### Signal wires on met1, run 1

Supply wires on this layer in grey.
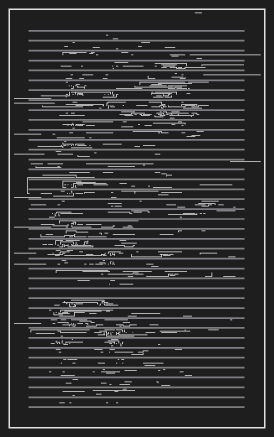
### Met2 routing, run 1

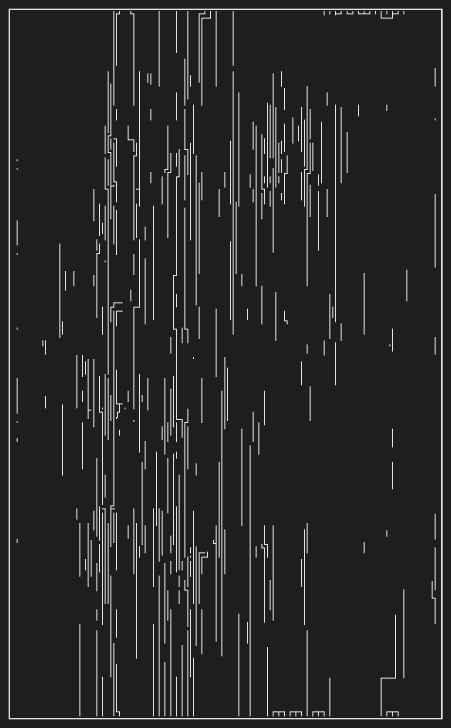
### M3 wires, run 1

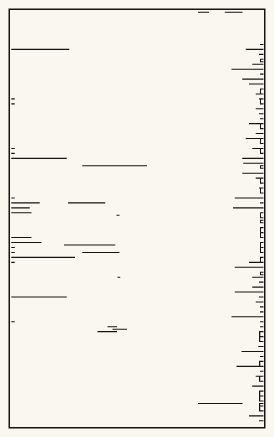
### M4 wires, run 1

The bar under the picture is 20 um long. Supply wires on this layer in grey. Cells faint in the background.
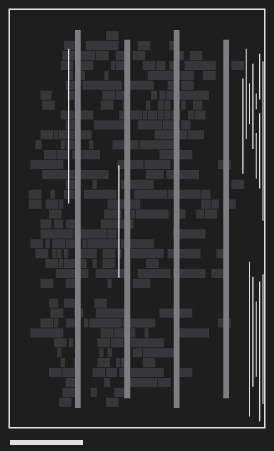
`src/rtl/prog_mem_arbiter.sv`:
```
// Program memory read-port arbiter: fetch vs debug, combinational grants, one read per cycle.
// A READ_LATENCY-deep tag pipeline routes each returned word to its issuer; fetch entries die on flush.
module prog_mem_arbiter #(
  parameter int ADDR_WIDTH   = 11,
  parameter int DATA_WIDTH   = 32,
  parameter int READ_LATENCY = 2,
  parameter int MAX_WAIT     = 4
) (
  input  logic                  i_clk,
  input  logic                  i_reset,
  input  logic                  i_halt,
  input  logic                  i_if_req,
  input  logic [ADDR_WIDTH-1:0] i_if_addr,
  input  logic                  i_if_flush,
  output logic                  o_if_gnt,
  output logic                  o_if_rvalid,
  output logic [DATA_WIDTH-1:0] o_if_rdata,
  output logic [ADDR_WIDTH-1:0] o_if_raddr,
  input  logic                  i_dbg_req,
  input  logic [ADDR_WIDTH-1:0] i_dbg_addr,
  output logic                  o_dbg_gnt,
  output logic                  o_dbg_rvalid,
  output logic [DATA_WIDTH-1:0] o_dbg_rdata,
  output logic [ADDR_WIDTH-1:0] o_mem_addr,
  input  logic [DATA_WIDTH-1:0] i_mem_data,
  output logic                  o_busy
);

  typedef struct packed {
    logic                  vld;
    logic                  is_dbg;
    logic [ADDR_WIDTH-1:0] addr;
  } tag_t;

  localparam logic [3:0] WAIT_CAP = 4'(MAX_WAIT);

  tag_t                  tag_q [READ_LATENCY];
  logic [3:0]            wait_cnt;
  logic [ADDR_WIDTH-1:0] last_addr;
  logic                  if_ok;
  logic                  any_gnt;

  // Grants are suppressed while reset is high so every output reads zero immediately.
  always_comb begin
    if_ok     = i_if_req & ~i_halt & ~i_if_flush & ~i_reset;
    o_dbg_gnt = i_dbg_req & ~i_reset & (~if_ok | (wait_cnt == WAIT_CAP));
    o_if_gnt  = if_ok & ~o_dbg_gnt;
    any_gnt   = o_if_gnt | o_dbg_gnt;
    if (o_dbg_gnt)
      o_mem_addr = i_dbg_addr;
    else if (o_if_gnt)
      o_mem_addr = i_if_addr;
    else
      o_mem_addr = last_addr;
  end

  always_ff @(posedge i_clk or posedge i_reset) begin
    if (i_reset) begin
      wait_cnt  <= '0;
      last_addr <= '0;
    end else begin
      if (!i_dbg_req || o_dbg_gnt)
        wait_cnt <= '0;
      else if (wait_cnt != WAIT_CAP)
        wait_cnt <= wait_cnt + 4'd1;
      if (any_gnt)
        last_addr <= o_mem_addr;
    end
  end

  // Stage 0 never holds a fetch during a flush cycle, so only the shifted stages need masking.
  always_ff @(posedge i_clk or posedge i_reset) begin
    if (i_reset) begin
      for (int i = 0; i < READ_LATENCY; i++)
        tag_q[i] <= '0;
    end else begin
      tag_q[0] <= tag_t'{vld: any_gnt, is_dbg: o_dbg_gnt, addr: o_mem_addr};
      for (int i = 1; i < READ_LATENCY; i++) begin
        tag_q[i] <= tag_q[i-1];
        if (i_if_flush && !tag_q[i-1].is_dbg)
          tag_q[i].vld <= 1'b0;
      end
    end
  end

  always_comb begin
    o_busy = 1'b0;
    for (int i = 0; i < READ_LATENCY; i++)
      o_busy = o_busy | tag_q[i].vld;
  end

  assign o_if_rvalid  = tag_q[READ_LATENCY-1].vld & ~tag_q[READ_LATENCY-1].is_dbg & ~i_if_flush;
  assign o_dbg_rvalid = tag_q[READ_LATENCY-1].vld & tag_q[READ_LATENCY-1].is_dbg;
  assign o_if_raddr   = tag_q[READ_LATENCY-1].addr;
  assign o_if_rdata   = i_mem_data;
  assign o_dbg_rdata  = i_mem_data;

endmodule

```
`config.mk`:
```
export PLATFORM = sky130hd
export DESIGN_NAME = prog_mem_arbiter
export DESIGN_NICKNAME = d
export VERILOG_FILES = /design/src/rtl/prog_mem_arbiter.sv
export SDC_FILE = /design/constraint.sdc
export NUM_CORES = 1
export LEC_CHECK = 0
export CAP_MARGIN = 30
export CORE_ASPECT_RATIO = 1.75
export CORE_MARGIN = 5
export CORE_UTILIZATION = 36
export CTS_CLUSTER_SIZE = 10
export DETAILED_ROUTE_END_ITERATION = 8
export PLACE_DENSITY_LB_ADDON = 0.15
export SYNTH_ARGS = -nofsm -noshare
export SYNTH_HDL_FRONTEND = slang
export SYNTH_SLANG_ARGS = --single-unit
```
`constraint.sdc`:
```
create_clock -name i_clk -period 2.9 [get_ports i_clk]
set_clock_uncertainty 0.2 [all_clocks]
set_input_delay 0.29 -clock i_clk [delete_from_list [all_inputs] [get_ports i_clk]]
set_output_delay 0.29 -clock i_clk [all_outputs]
set_load 0.02 [all_outputs]
```
==> results.yml, run 1 <==
# generated from flow reports
run_status:
  outcome: "finished, final reports clean"
clock_network:
  post_cts_buffers: 1
cells_and_area:
  seq_area_share_pct: 40.41
  clock_buffers: 5
  sh_comb_area_pct: 17.40
  clk_share_pct: 5.274
synth:
  ys_area_um2: 2247
  synthXorXnorAreaFrac_pct: 0.3898
  syn_area_um2: 2247
  ff_type: "dfrtp_1"
  yosysMostFrequentCell: "buf_4"
  yosys_warnings: 0
power:
  p_comb_share_pct: 22.1
  p_int_mw: 1.152
  p_switching_mw: 0.3871
route:
  wl_per_cell_um: 16.12
  via_per_inst: 4.666
  dr.max_layer_used: "met4"
setup_path:
  path_class: "flop to output port"
  crit_path_max_fanout: 23
final_timing:
  relSlewSlack_pct: 65.83
  slew_viol_final: 0
grt:
  grt_pass1_wl_um: 7238
placement:
  dp_cells: 273
  numPortBuffers: 54
Back to the opening pictures, 'Signal wires on met1':
wire length on this layer: 1480 um
longest straight run: 21.6 um
met1 Use GR: 10.77%
DRT Wirelength: 4627 um
Vias: 1339

Back to the opening pictures, 'Met2 routing':
share of all routed wire: 51%
longest straight run: 43.7 um
nets with wire on the layer: 225
main direction: vertical
wire length on this layer: 2350 um
GR Util met2: 19.96%

Back to the opening pictures, 'M3 wires':
main direction: horizontal
longest straight run: 17.5 um
nets with wire on the layer: 57
grt met3 use: 3.954%

Back to the opening pictures, 'M4 wires':
share of all routed wire: 9.0%
longest straight run: 43.5 um
wire length on this layer: 416 um
main direction: vertical

[run 1: final timing paths]
kind	from	end	slack, ns
worst min register to register	tag_q[20]$_DFF_PP0_	o_if_raddr[7]$_DFF_PP0_	0.15
min in group asynchronous	i_reset	last_addr[5]$_DFFE_PP0P_	0.52
worst max-delay path	wait_cnt[0]$_DFFE_PP0P_	o_mem_addr[4]	0.10
worst max register to register	wait_cnt[0]$_DFFE_PP0P_	tag_q[13]$_DFF_PP0_	0.78
worst min-delay path	tag_q[20]$_DFF_PP0_	o_if_raddr[7]$_DFF_PP0_	0.15
max in group asynchronous	i_reset	o_if_raddr[8]$_DFF_PP0_	1.64
[run 1: metrics by stage]
stage,setup WS (ns),hold slack (ns),util (%),power (mW),TNS (ns)
final,0.1025,0.1524,41.39,1.539,0
after detailed placement,-0.2381,0.1347,38.82,1.030,-1.377
after floorplan,0.01093,0.1312,-,1.002,0
after CTS,0.03035,0.1507,40.88,1.556,0
after global placement,-0.2176,0.1329,38.82,1.021,-1.075
after global routing,0.003649,0.1592,41.39,1.625,0
[run 1: cells by family after synthesis]
family / count (synthesis)
mux: 1
flops: 41
simple gates: 11
buf+inv: 121
compound gates: 32
xor+xnor: 1
fa+ha+maj: 2
[run 1: power by group through the flow]
stage          combinational (mW)  sequential [mW]  clock [mW]
3_5_place_dp                0.352            0.678           0
3_3_place_gp                0.346            0.674           0
6_report                    0.339            0.665       0.535
4_1_cts                     0.339            0.666       0.551
5_1_grt                     0.366            0.674       0.585
2_1_floorplan               0.333            0.669           0
[run 1: flip-flops by register name, indices dropped and copies added, names as in the netlist]
| register | count |
|---|---|
| wait_cnt | 4 |
| tag_q | 15 |
| o_if_raddr | 11 |
| last_addr | 11 |
==> run 2: changes to the inputs <==
--- a/config.mk
+++ b/config.mk
@@ -5,7 +5,6 @@
 export SDC_FILE = /design/constraint.sdc
 export NUM_CORES = 1
 export LEC_CHECK = 0
-export CAP_MARGIN = 30
 export CORE_ASPECT_RATIO = 1.75
 export CORE_MARGIN = 5
 export CORE_UTILIZATION = 36
### Signal wires on met1, run 2

Supply wires on this layer in grey.
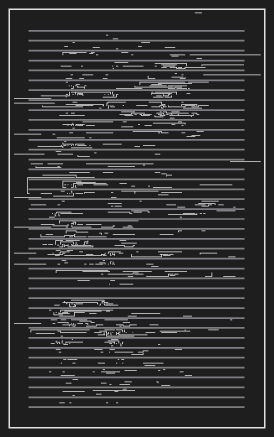
longest straight run: 21.6 um
share of all routed wire: 32%
nets with wire on the layer: 217

==> run 2 against run 1 <==
- global-route usage is the same
- clock-buffer cell count is the same
- core utilization is the same
- clock power is essentially flat
- first-iteration DRC count is the same
- via count is the same
- sequential share of layout area is the same
- critical endpoint unchanged
- largest power group unchanged
==> results.yml, run 2 <==
# generated from flow reports
synth:
  ff_type: "dfrtp_1"
  syn_area_um2: 2247
  yosysMostFrequentCell: "buf_4"
grt:
  met3_usage_pct: 3.954
  grt_pass1_wl_um: 7238
  grt_util_met1_pct: 10.77
placement:
  dp_cells: 273
  dpl_worst_slack_ns: -0.2381
  numPortBuffers: 54
power:
  p_comb_share_pct: 22.1
  seq_power_mw: 0.665
  power.group.top: "registers"
  p_switching_mw: 0.3871
  comb-power_mw: 0.339
cells_and_area:
  postLayoutCoreUtil_pct: 41.39
  largest_register: "tag_q"
  clock_buffers: 5
  clk_share_pct: 5.274
  seq_area_share_pct: 40.41
  largest_register_ffs: 15
route:
  drt-total-wl_um: 4627
  via_count: 1339
  wl_per_cell_um: 16.12
setup_path:
  crit_path_max_fanout: 23
  r2r_end: "tag_q[13]$_DFF_PP0_"
hold_path:
  hold_end: "o_if_raddr[7]$_DFF_PP0_"
run_status:
  outcome: "finished, final reports clean"
### The clock network, run 2

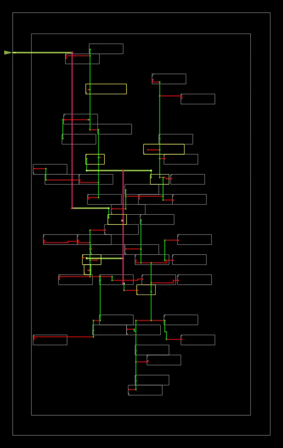
CTS Sinks: 41
CTS Buf Count: 5
seq_cells: 41
P_clk: 0.535 mW

## run 2: cell counts after synthesis
Identical to the previous run, type by type.
## run 2: worst max-delay path by stage
stage | from | endpoint | cells past startpoint | slack, ns
finish | wait_cnt[0]$_DFFE_PP0P_ | o_mem_addr[4] | 7 | 0.10
global route | wait_cnt[0]$_DFFE_PP0P_ | o_mem_addr[8] | 7 | 0.004
CTS | wait_cnt[0]$_DFFE_PP0P_ | o_mem_addr[0] | 7 | 0.03
detailed placement | i_reset | o_mem_addr[5] | 7 | -0.24
global placement | i_if_flush | o_mem_addr[5] | 7 | -0.22
floorplan | i_reset | o_mem_addr[0] | 5 | 0.01
## run 2: critical path, cell delays in order, from the launching register on
cell and delay [ns]:
dfrtp_1 0.41, inv_1 0.09, ha_1 0.19, and3b_2 0.25, a21boi_4 0.07, buf_12 0.16
a222oi_1 0.47, clkdlybuf4s15_1 0.38
## run 2: logic make-up (layout without fill, tap and decap cells)
group / count (synthesis) / after routing / share of synthesized area, %
DFF: 41 / 41 / 45.66
adders and majority gates: 2 / 2 / 1.113
muxes: 1 / 1 / 0.4455
AOI/OAI and AO/OA: 32 / 32 / 13.92
xor gates and xnor gates: 1 / 1 / 0.3898
buffers and inverters: 121 / 119 / 34.74
and+or+nand+nor: 11 / 11 / 3.730
## run 2: timing repair
action / 4_1_cts / 5_1_grt
endpoints found under the setup margin: 12 / 11
pin swaps: 1 / 1
gates resized: 12 / 16
setup buffers: 1 / 5
## run 2: metal layers
layer / wire length [um] / up-vias / part of all wire (%)
met2: 2351 / 62 / 51
met5: 0 / - / 0
met4: 415 / 0 / 9.0
met1: 1475 / 624 / 32
met3: 385 / 38 / 8.3
li1: - / 615 / -
### M3 wires, run 2

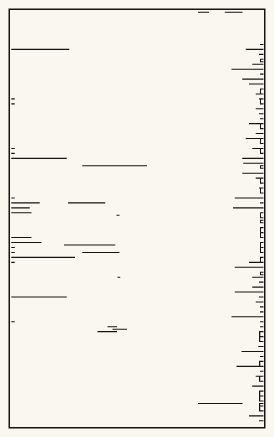

==> run 3: changes to the inputs <==
==> constraint.sdc (replaced) <==
create_clock -name i_clk -period 2.9 [get_ports i_clk]
set_clock_uncertainty 0.2 [all_clocks]
set_input_delay 0.29 -clock i_clk [delete_from_list [all_inputs] [get_ports i_clk]]
set_output_delay 0.29 -clock i_clk [all_outputs]
set_load 0.05 [all_outputs]
### M3 wires, run 3

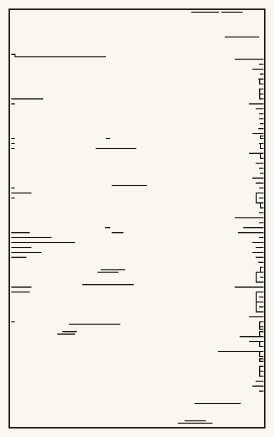
share of all routed wire: 9.2%
main direction: horizontal
grt met3 use: 3.779%
DRT Wirelength: 4383 um
Vias: 1320

==> run 3 against run 2 <==
- power grew 2.4%
- clock-buffer cell count grew 2
- sequential share of layout area grew 1.3 points
- clock power shrank 12%
- wire length shrank 5.3%
- register-to-register slack gained 0.08 ns
- die area is the same
- largest cell class unchanged
- largest power group unchanged
==> results.yml, run 3 <==
# generated from flow reports
synth:
  yosysMostFrequentCell: "buf_4"
  yosys_warnings: 0
  ff_type: "dfrtp_1"
  ys_area_um2: 2247
  ys_top_cells_by_count: "77 x buf_4, 41 x dfrtp_1, 39 x inv_1, 22 x a222oi_1, 5 x buf_6"
  syn_area_um2: 2247
clock_network:
  cts_sinks: 41
  post_cts_buffers: 0
  cts_hold_buffers: 0
  post_cts_resized: 0
  cts_buffers: 5
  htreeDepth: 2
  cts.path.max_buffers: 2
placement:
  gp_congestion: 0.7038
  dp_cells: 267
  numPortBuffers: 54
  place_area_um2: 2341
  dpl_worst_slack_ns: 0.1553
cells_and_area:
  final_area_um2: 2457
  largest_register_ffs: 15
  most-common-layout-cells: "41 x clkdlybuf4s50_1, 41 x dfrtp_1, 38 x inv_1"
  largest_register: "tag_q"
  postLayoutCoreUtil_pct: 40.07
power:
  total_leakage_power_nw: 1.126
  vdd_drop_max_uv: 336.7
final_timing:
  period_minus_slack_ns: 2.751
  worst_pin_slew_ns: 0.5199
  timing.final.hold_violations: 0
flow_run:
  max_cap_violations: 0
grt:
  grt_util_met1_pct: 11.71
  grt_pass1_wl_um: 7093
  busiest_layer: "met2"
route:
  via_per_inst: 4.800
  drtIter0Drc: 107
  wl_met1_um: 1545
  met2RoutedLength_um: 2140
  dr.max_layer_used: "met4"
  wl_per_cell_um: 15.94
  met3_length_um: 402
setup_path:
  crit_path_max_fanout: 23
run_status:
  outcome: "finished, final reports clean"
floorplanning:
  die_h_um: 114.5
  coreArea_um2: 6133
  initCoreUtil_pct: 36.64
### M4 wires, run 3

The bar under the picture is 20 um long. Supply wires on this layer in grey. Cells faint in the background.
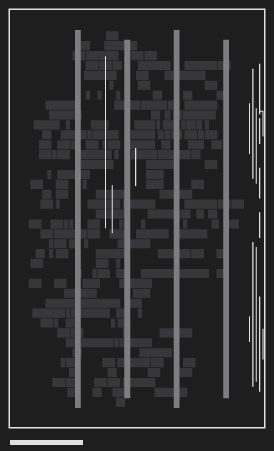
wire length on this layer: 294 um
main direction: vertical
share of all routed wire: 6.7%
longest straight run: 46.9 um

[run 3: cell counts after synthesis]
No cell type changed its count.
[run 3: layout make-up]
| cell class | count | area [um2] |
|---|---|---|
| Clock buffer | 7 | 86.33 |
| Clock inverter | 1 | 30.03 |
| Fill cell | 600 | 3676 |
| Inverter | 39 | 150.1 |
| Multi-Input combinational cell | 47 | 449.2 |
| Sequential cell | 41 | 1026 |
| Tap cell | 80 | 100.1 |
| Timing Repair Buffer | 60 | 615.6 |
[run 3: critical path, cell delays in order, from the launching register on]
cell	delay [ns]
dfrtp_1	0.41
inv_1	0.09
ha_1	0.19
and3b_2	0.25
a21boi_4	0.07
buf_12	0.16
a222oi_1	0.51
buf_4	0.29
[run 3: path summary, 6_finish.rpt]
check / from / endpoint / slack (ns) / cells past startpoint
hold reg to reg: tag_q[23]$_DFF_PP0_ / o_if_raddr[10]$_DFF_PP0_ / 0.15 / 0
min in group asynchronous: i_reset / o_if_raddr[9]$_DFF_PP0_ / 0.53 / 4
max in group asynchronous: i_reset / tag_q[23]$_DFF_PP0_ / 1.61 / 4
setup reg to reg: wait_cnt[0]$_DFFE_PP0P_ / tag_q[14]$_DFF_PP0_ / 0.86 / 6
setup / recovery: wait_cnt[0]$_DFFE_PP0P_ / o_mem_addr[1] / 0.15 / 7
hold / removal: tag_q[23]$_DFF_PP0_ / o_if_raddr[10]$_DFF_PP0_ / 0.15 / 0
[run 3: kinds of logic after synthesis]
logic type,count (synthesis),synth area share (%)
XOR/XNOR,1,0.3898
AND-OR/OR-AND,32,13.92
adder cells (fa/ha/maj),2,1.113
buffers and inverters,121,34.74
AND/OR/NAND/NOR,11,3.730
flip-flops,41,45.66
multiplexers,1,0.4455
[run 3: power breakdown]
group          switching (mW)  internal, mW
clock network           0.189         0.281
registers              0.0213         0.643
logic                   0.283         0.158
Power and IR drop assume default switching activity.
